$ cat src/rtl/mccoy_sequencer_if.sv
// -----------------------------------------------------------------------------
// mccoy_sequencer_if
// Program-load / instruction-memory bus between the McCoy sequencer and the
// instruction memory.
//   load_valid  one instruction word presented this cycle (program load)
//   load_data   instruction word to store
//   imem_we     instruction memory write strobe
//   imem_addr   instruction memory address (load pointer or pc)
//   imem_wdata  instruction memory write data
// Modports:
//   master  sequencer side (drives the imem_* signals)
//   slave   memory / pin-wrapper side (drives the load_* signals)
// -----------------------------------------------------------------------------
interface mccoy_sequencer_if #(
    parameter int unsigned PC_W    = 4,
    parameter int unsigned INSTR_W = 6
);
    logic               load_valid;
    logic [INSTR_W-1:0] load_data;
    logic               imem_we;
    logic [PC_W-1:0]    imem_addr;
    logic [INSTR_W-1:0] imem_wdata;

    modport master (
        input  load_valid,
        input  load_data,
        output imem_we,
        output imem_addr,
        output imem_wdata
    );

    modport slave (
        output load_valid,
        output load_data,
        input  imem_we,
        input  imem_addr,
        input  imem_wdata
    );
endinterface

$ cat src/rtl/mccoy_sequencer.sv
// -----------------------------------------------------------------------------
// mccoy_sequencer
// Multi-cycle control FSM of the McCoy core. Owns the program counter, loads
// the instruction memory word by word, and walks each instruction through
// FETCH / EXEC / WB, turning the decoder's write and branch controls into
// single-cycle strobes.
//
// Optional feature (compile-time macro MCCOY_INSTR_COUNT_EN):
//   defined   -> instr_count_o counts retired instructions, saturating at
//                16'hFFFF, cleared on reset and on every entry to LOAD
//   undefined -> instr_count_o is tied to 16'h0000
//
// Ports:
//   clk              core clock, rising edge
//   rst_n            asynchronous active-low reset
//   bus              instruction-memory / load bus (master modport)
//   load_mode_i      level, requests program-load mode
//   run_i            level, free-run execution
//   step_i           single-step request (rising edge detected internally)
//   ir_opcode_i      opcode of the instruction register (3'b111 = halt)
//   dec_bez_i        decoder branch-if-x8-zero
//   dec_ja_i         decoder jump-absolute
//   dec_write_reg_i  decoder register-file write
//   dec_write_x8_i   decoder x8 write
//   x8_zero_i        x8 == 0
//   branch_target_i  branch target from the datapath
//   ir_en_o          instruction register load strobe (FETCH)
//   reg_we_o         register-file write strobe (WB)
//   x8_we_o          x8 write strobe (WB)
//   pc_o             program counter
//   busy_o           high while an instruction is in flight
//   halted_o         high in HALT
//   instr_count_o    retired-instruction count
// -----------------------------------------------------------------------------
module mccoy_sequencer #(
    parameter int unsigned PC_W    = 4,
    parameter int unsigned INSTR_W = 6
) (
    input  logic             clk,
    input  logic             rst_n,
    mccoy_sequencer_if.master bus,
    input  logic             load_mode_i,
    input  logic             run_i,
    input  logic             step_i,
    input  logic [2:0]       ir_opcode_i,
    input  logic             dec_bez_i,
    input  logic             dec_ja_i,
    input  logic             dec_write_reg_i,
    input  logic             dec_write_x8_i,
    input  logic             x8_zero_i,
    input  logic [PC_W-1:0]  branch_target_i,
    output logic             ir_en_o,
    output logic             reg_we_o,
    output logic             x8_we_o,
    output logic [PC_W-1:0]  pc_o,
    output logic             busy_o,
    output logic             halted_o,
    output logic [15:0]      instr_count_o
);

    typedef enum logic [2:0] {
        StIdle,
        StLoad,
        StFetch,
        StExec,
        StWb,
        StHalt
    } state_e;

    localparam logic [2:0]      OpHalt = 3'b111;
    localparam logic [PC_W-1:0] PcOne  = PC_W'(1);

    state_e          state_q;
    logic [PC_W-1:0] pc_q;
    logic [PC_W-1:0] ptr_q;
    logic            step_q;
    logic            single_q;
    logic            ir_en_q;
    logic            busy_q;
    logic            halted_q;

    logic step_rise;
    logic take_branch;

    assign step_rise   = step_i & ~step_q;
    assign take_branch = dec_ja_i | (dec_bez_i & x8_zero_i);

`ifdef MCCOY_INSTR_COUNT_EN
    logic [15:0] cnt_q;
`endif

    always_ff @(posedge clk or negedge rst_n) begin
        if (!rst_n) begin
            state_q  <= StIdle;
            pc_q     <= '0;
            ptr_q    <= '0;
            step_q   <= 1'b0;
            single_q <= 1'b0;
            ir_en_q  <= 1'b0;
            busy_q   <= 1'b0;
            halted_q <= 1'b0;
`ifdef MCCOY_INSTR_COUNT_EN
            cnt_q    <= '0;
`endif
        end else begin
            // step is sampled every cycle so an edge seen while busy never
            // fires late once the sequencer returns to IDLE.
            step_q  <= step_i;
            ir_en_q <= 1'b0;
            unique case (state_q)
                StIdle: begin
                    if (load_mode_i) begin
                        state_q <= StLoad;
                        ptr_q   <= '0;
`ifdef MCCOY_INSTR_COUNT_EN
                        cnt_q   <= '0;
`endif
                    end else if (run_i || step_rise) begin
                        state_q  <= StFetch;
                        ir_en_q  <= 1'b1;
                        busy_q   <= 1'b1;
                        // run has priority, so only a pure step sets single
                        single_q <= ~run_i;
                    end
                end
                StLoad: begin
                    if (bus.load_valid) begin
                        ptr_q <= ptr_q + PcOne;
                    end
                    if (!load_mode_i) begin
                        state_q <= StIdle;
                        pc_q    <= '0;
                    end
                end
                StFetch: begin
                    state_q <= StExec;
                end
                StExec: begin
                    if (ir_opcode_i == OpHalt) begin
                        state_q  <= StHalt;
                        busy_q   <= 1'b0;
                        halted_q <= 1'b1;
                    end else begin
                        state_q <= StWb;
                    end
                end
                StWb: begin
                    pc_q <= take_branch ? branch_target_i : pc_q + PcOne;
`ifdef MCCOY_INSTR_COUNT_EN
                    if (cnt_q != 16'hFFFF) begin
                        cnt_q <= cnt_q + 16'd1;
                    end
`endif
                    if (single_q || !run_i) begin
                        state_q  <= StIdle;
                        busy_q   <= 1'b0;
                        single_q <= 1'b0;
                    end else begin
                        state_q <= StFetch;
                        ir_en_q <= 1'b1;
                    end
                end
                StHalt: begin
                    if (load_mode_i) begin
                        state_q  <= StLoad;
                        pc_q     <= '0;
                        ptr_q    <= '0;
                        halted_q <= 1'b0;
`ifdef MCCOY_INSTR_COUNT_EN
                        cnt_q    <= '0;
`endif
                    end
                end
                default: begin
                    state_q <= StIdle;
                end
            endcase
        end
    end

    // Memory writes follow load_valid directly so each presented word lands
    // in the same cycle it is offered.
    assign bus.imem_we    = (state_q == StLoad) & bus.load_valid;
    assign bus.imem_addr  = (state_q == StLoad) ? ptr_q : pc_q;
    assign bus.imem_wdata = bus.load_data;

    assign ir_en_o  = ir_en_q;
    assign reg_we_o = (state_q == StWb) & dec_write_reg_i;
    assign x8_we_o  = (state_q == StWb) & dec_write_x8_i;
    assign pc_o     = pc_q;
    assign busy_o   = busy_q;
    assign halted_o = halted_q;

`ifdef MCCOY_INSTR_COUNT_EN
    assign instr_count_o = cnt_q;
`else
    assign instr_count_o = 16'h0000;
`endif

endmodule

$ cat src/flat_wrapper.sv
// flat-port wrapper written by rule: the top's interface ports become plain ports
module mccoy_sequencer_flat 
#(
    parameter int unsigned PC_W    = 4,
    parameter int unsigned INSTR_W = 6
)
  (clk, rst_n, load_mode_i, run_i, step_i, ir_opcode_i, dec_bez_i, dec_ja_i, dec_write_reg_i, dec_write_x8_i, x8_zero_i, branch_target_i, ir_en_o, reg_we_o, x8_we_o, pc_o, busy_o, halted_o, instr_count_o, bus_load_valid, bus_load_data, bus_imem_we, bus_imem_addr, bus_imem_wdata);
  mccoy_sequencer_if #(.PC_W(PC_W), .INSTR_W(INSTR_W)) bus_i ();
  input  logic clk;
  input  logic rst_n;
  input  logic load_mode_i;
  input  logic run_i;
  input  logic step_i;
  input  logic [2:0] ir_opcode_i;
  input  logic dec_bez_i;
  input  logic dec_ja_i;
  input  logic dec_write_reg_i;
  input  logic dec_write_x8_i;
  input  logic x8_zero_i;
  input  logic [PC_W-1:0] branch_target_i;
  output logic ir_en_o;
  output logic reg_we_o;
  output logic x8_we_o;
  output logic [PC_W-1:0] pc_o;
  output logic busy_o;
  output logic halted_o;
  output logic [15:0] instr_count_o;
  input wire logic [$bits(bus_i.load_valid)-1:0] bus_load_valid;
  input wire logic [$bits(bus_i.load_data)-1:0] bus_load_data;
  output wire logic [$bits(bus_i.imem_we)-1:0] bus_imem_we;
  output wire logic [$bits(bus_i.imem_addr)-1:0] bus_imem_addr;
  output wire logic [$bits(bus_i.imem_wdata)-1:0] bus_imem_wdata;
  assign bus_i.load_valid = bus_load_valid;
  assign bus_i.load_data = bus_load_data;
  assign bus_imem_we = bus_i.imem_we;
  assign bus_imem_addr = bus_i.imem_addr;
  assign bus_imem_wdata = bus_i.imem_wdata;
  mccoy_sequencer #(.PC_W(PC_W), .INSTR_W(INSTR_W)) u_core (.clk(clk), .rst_n(rst_n), .bus(bus_i), .load_mode_i(load_mode_i), .run_i(run_i), .step_i(step_i), .ir_opcode_i(ir_opcode_i), .dec_bez_i(dec_bez_i), .dec_ja_i(dec_ja_i), .dec_write_reg_i(dec_write_reg_i), .dec_write_x8_i(dec_write_x8_i), .x8_zero_i(x8_zero_i), .branch_target_i(branch_target_i), .ir_en_o(ir_en_o), .reg_we_o(reg_we_o), .x8_we_o(x8_we_o), .pc_o(pc_o), .busy_o(busy_o), .halted_o(halted_o), .instr_count_o(instr_count_o));
endmodule
$ cat config.mk
export PLATFORM = sky130hd
export DESIGN_NAME = mccoy_sequencer_flat
export DESIGN_NICKNAME = d
export VERILOG_FILES = /design/src/rtl/mccoy_sequencer_if.sv /design/src/rtl/mccoy_sequencer.sv /design/src/flat_wrapper.sv
export SDC_FILE = /design/constraint.sdc
export NUM_CORES = 1
export LEC_CHECK = 0
export ABC_CLOCK_PERIOD_IN_PS = 2830
export CAP_MARGIN = 20
export CELL_PAD_IN_SITES_DETAIL_PLACEMENT = 1
export CELL_PAD_IN_SITES_GLOBAL_PLACEMENT = 1
export CORE_MARGIN = 5
export CORE_UTILIZATION = 29
export CTS_CLUSTER_DIAMETER = 150
export DETAILED_ROUTE_END_ITERATION = 10
export PLACE_DENSITY_LB_ADDON = 0.25
export SKIP_CTS_REPAIR_TIMING = 1
export SLEW_MARGIN = 20
export SYNTH_ARGS = -nofsm -noshare
export SYNTH_HDL_FRONTEND = slang
export SYNTH_SLANG_ARGS = --single-unit
$ cat constraint.sdc
create_clock -name clk -period 2.83 [get_ports clk]
set_clock_uncertainty 0.15 [all_clocks]
set_input_delay 0.4245 -clock clk [delete_from_list [all_inputs] [get_ports clk]]
set_output_delay 0.4245 -clock clk [all_outputs]
set_load 0.01 [all_outputs]
==> summary.rpt <==
====================================================================================
Status                                                                  complete, no violations
Number of antenna diodes                                                           0
Number of H-tree branching levels                                                  1
HPWL after detailed placement                                                2080 um
Clock Sinks                                                                       16
Count of different cell masters after synthesis                                   35
Max Fanout on Critical Path                                                        4
Multi-input gate area in the final layout                                  556 sq um
Slowest cell delay on critical path                                          0.48 ns
R2R Path Start                                                          u_core.state_q[2]$_DFFE_PN0P_
Non-clk invs                                                                       2
Main logic family                                                       buffers and inverters
GRT Residual Overflow                                                              0
Insertion delay to the later sink of the worst-skew pair                     0.25 ns
Filler-free cell count of the finished design                                    191
Start point of the critical path                                        u_core.state_q[1]$_DFFE_PN0P_
Met3 WL                                                                       266 um
Critical path start-end classification                                    reg -> out
Drt drc                                                                            0
Commonest register cell after synthesis                                 sky130_fd_sc_hd__dfrtp_1
Weighted congestion at the end of routability-driven global placement          0.756
Cells on Worst Hold Path                                                           1
Dpl cell area                                                             1360 sq um
First-pass GRT wire length                                                   4490 um
CP startpoint kind                                                          register
Chip area in the Yosys report                                             1100 sq um
Endpoint of the most critical register-to-register path                 u_core.ptr_q[2]$_DFFE_PN0P_
Critical path capture point type                                        primary output
Fin worst setup slack                                                       0.418 ns
Top area cells in the synthesized netlist                               sky130_fd_sc_hd__dfrtp_1 (36%), sky130_fd_sc_hd__buf_4 (16%), sky130_fd_sc_hd__mux2_2 (5.1%), sky130_fd_sc_hd__o21ai_0 (4.1%), sky130_fd_sc_hd__a21oi_1 (3.6%)
Cell class ranked first by area                                         multi-input combinational cells
Worst-case register-to-register setup slack                                  1.00 ns
Total Routing Usage GR                                                         10.9%
Layout clock buffers                                                               4
TritonCTS clock tree                                                           built
Final Hold Fails                                                                   0
# fillers                                                                        437
Power per Cell Area                                                      902 nW/um^2
Start point of the worst min-delay path                                 u_core.halted_o$_DFFE_PN0P_
Clock transition at the registers of the reported paths                      0.06 ns
Fraction of layout cells with a size suffix above 1                            10.5%
Routed length on met2                                                        1230 um
Cell types with the highest counts after synthesis                      sky130_fd_sc_hd__buf_4 (23), sky130_fd_sc_hd__dfrtp_1 (16), sky130_fd_sc_hd__o21ai_0 (9)
Number of primary I/O pins                                                        60
Cell leakage power                                                       0.000623 uW
Transition time at the pin with the least slew margin                       0.784 ns
Top layer used by detailed routing                                              met4
Max-cap violation count                                                            0
Worst hold endpoint                                                     u_core.halted_o$_DFFE_PN0P_
Setup repair after global routing missed its margin                               no
Post-Synthesis Cell Area                                                  1100 sq um
Flip-flop and latch count                                                         16
Overall die height                                                           71.5 um
Post-synthesis mux area share                                                  8.77%
Design Power                                                                 1280 uW
Endpoint required time on the critical path                                  2.26 ns
Fraction of synthesis flops using an asynchronous set or reset pin              100%
Combinational gates                                                               86
Clk tree area frac                                                             3.88%
Antenna violation net count after detailed routing                                 0
Synth-to-Final Area Change                                                     29.2%
Dominant cell type by area after synthesis                              sky130_fd_sc_hd__dfrtp_1
Peak supply drop                                                          0.000453 V
Yosys stat cell total                                                            116
Number of enable-type register cells in the synthesized netlist                    0
Well-tap cell count                                                               48
Data buffer area share                                                         24.0%
Dpl cells                                                                        187
Most frequent cell after synthesis                                      sky130_fd_sc_hd__buf_4
OpenROAD warnings                                                                 26
Via density                                                                     4.60
Wire per inst                                                                14.4 um
Critical Path Sink                                                      bus_imem_addr[2]
Most frequent logic cell in the layout                                  sky130_fd_sc_hd__clkdlybuf4s50_1
Proportion of cell area occupied by registers                                  28.2%
Critical path arrival                                                        1.84 ns
Worst reg2reg path depth                                                           5
Pre-Place Util                                                                 30.0%
Crit path time final                                                         2.41 ns
Highest Clock Rate                                                           415 MHz
Cell type of the slowest stage on the worst timing path                 sky130_fd_sc_hd__clkdlybuf4s50_1
Initial DRC Count                                                                 53
Yosys xor share                                                               0.797%
Pins Over Slew Limit                                                               0
Remaining max-slew budget at the tightest pin                                  47.6%
Count of buffers inserted at the top-level ports                                  31
Worst slack at placement                                                    0.485 ns
Horiz. Die Dim                                                               71.5 um
Sequential element share of the synthesized area                               36.4%
List of cells traversed by the critical path                            nor3b_2, mux2_2, clkdlybuf4s50_1
Post-synthesis simple-gate area fraction                                       17.5%
1st-pass router iterations                                                         4
Min Hold Slack                                                              0.331 ns
Non-clock buffer total of the final layout                                        35
Pin count of the biggest net entering global routing                              17
Yosys aoi share                                                                15.7%
Final setup vio count                                                              0
Adder Share, Synth                                                             2.28%
Total Negative Setup Slacks                                                     0 ns
Flops & latches, synth                                                            16
Metal-1 WL                                                                   1240 um
Type of the worst min-delay path                                          reg -> reg
Combinational fraction of the cell area                                        39.2%
Share of the clock period used by the worst path                               85.2%
Initial antenna violation count                                                    0
Average size of a mapped cell                                             9.47 sq um
Number of global-route vias before repair                                        940
Sequential standard cell area                                              400 sq um
CTS root buffer                                                         sky130_fd_sc_hd__clkbuf_8
Cell count after synthesis                                                       116
Overall chip area                                                         5120 sq um
Yosys warning total                                                                0
Share of the synthesized area in the top cell type                             36.4%
Commonest non-fill, non-tap cells in the layout                         sky130_fd_sc_hd__clkdlybuf4s50_1 (31), sky130_fd_sc_hd__conb_1 (16), sky130_fd_sc_hd__dfrtp_1 (16)
Max clock buf depth                                                                2
Post-layout net count                                                            170
Inserted Clock Buffers                                                             3
====================================================================================
[power by group]
part / leakage [uW] / switching [uW] / internal, uW
logic: 0.000388 / 328 / 358
registers: 0.000206 / 74.7 / 313
clock network: 0.0000288 / 82.6 / 124
[state kept, by name, summed over array words and instances (netlist names)]
name	flops
u_core.pc_o	4
u_core.single_q	1
u_core.state_q	3
u_core.busy_o	1
u_core.halted_o	1
u_core.step_q	1
u_core.ptr_q	4
u_core.ir_en_o	1
[routing by layer]
metal / GRT usage (%) / vias up
li1: - / 427
met1: 13.8 / 415
met2: 16.9 / 35
met3: 4.91 / 2
met4: 2.51 / 0
met5: 0 / -
[worst max-delay path, delay by kind of cell (launching register included)]
family        cells  cell delay [ns]
flops             1             0.39
simple gates      1             0.33
mux               1             0.38
buf+inv           1             0.48
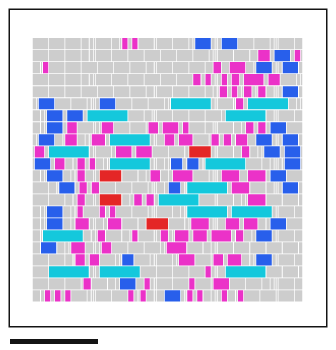
class_map.png
The bar under the picture is 20 um long. Fill, decap, tap and diode cells in gray.
legend:
  magenta:
    class: remaining logic cells
    cells: 88
    share_of_their_area: 41%
  red:
    class: clock drivers and dummy loads
    cells: 4
    share_of_their_area: 4.1%
  blue:
    class: remaining buffers and delay cells
    cells: 35
    share_of_their_area: 25%
  cyan:
    class: sequential cells
    cells: 16
    share_of_their_area: 29%
number of cell rows: 22
post-route cell area: 1420 sq um
Core Area: 3660 sq um
Util after Layout: 38.8%

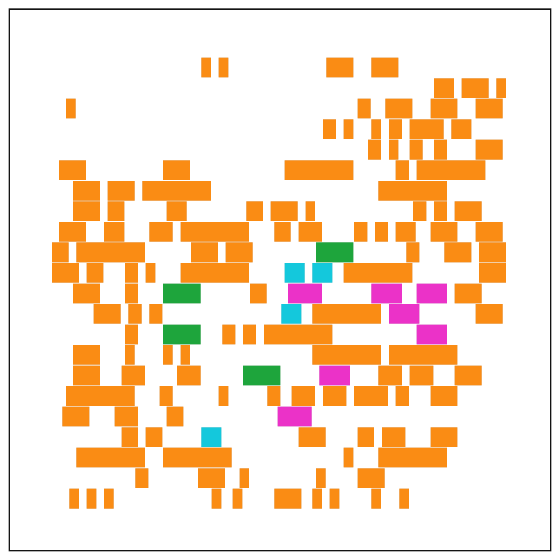
sizing.png
legend:
  green:
    size: x6 and larger
    cells: 4
    share: 2.8%
    most_used: clkbuf_8
  magenta:
    size: x2
    cells: 7
    share: 4.9%
    most_used: mux2_2
  orange:
    size: x1 and smaller
    cells: 128
    share: 90%
    most_used: clkdlybuf4s50_1
  cyan:
    size: x3 and x4
    cells: 4
    share: 2.8%
    most_used: buf_4

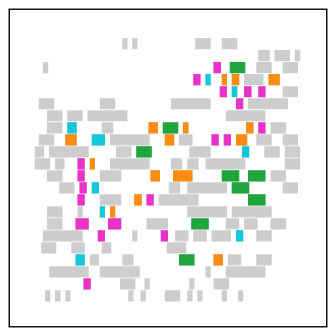
gates.png
legend:
  green:
    family: mux cells
    cells: 9
  cyan:
    family: nand cells
    cells: 9
  magenta:
    family: aoi and oai cells
    cells: 19
  orange:
    family: nor cells
    cells: 15

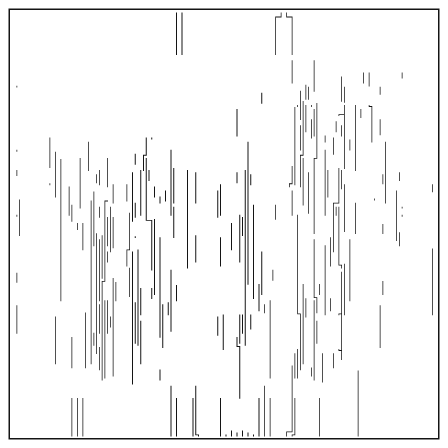
m2.png
longest straight run: 29.2 um
wire length on this layer: 1230 um
main direction: vertical
share of all routed wire: 45%
met2 global-route usage: 16.9%
Post-Route WL: 2750 um
total via count in the routed design: 879

No activity file was given, so power comes from the tool's default toggle rates.
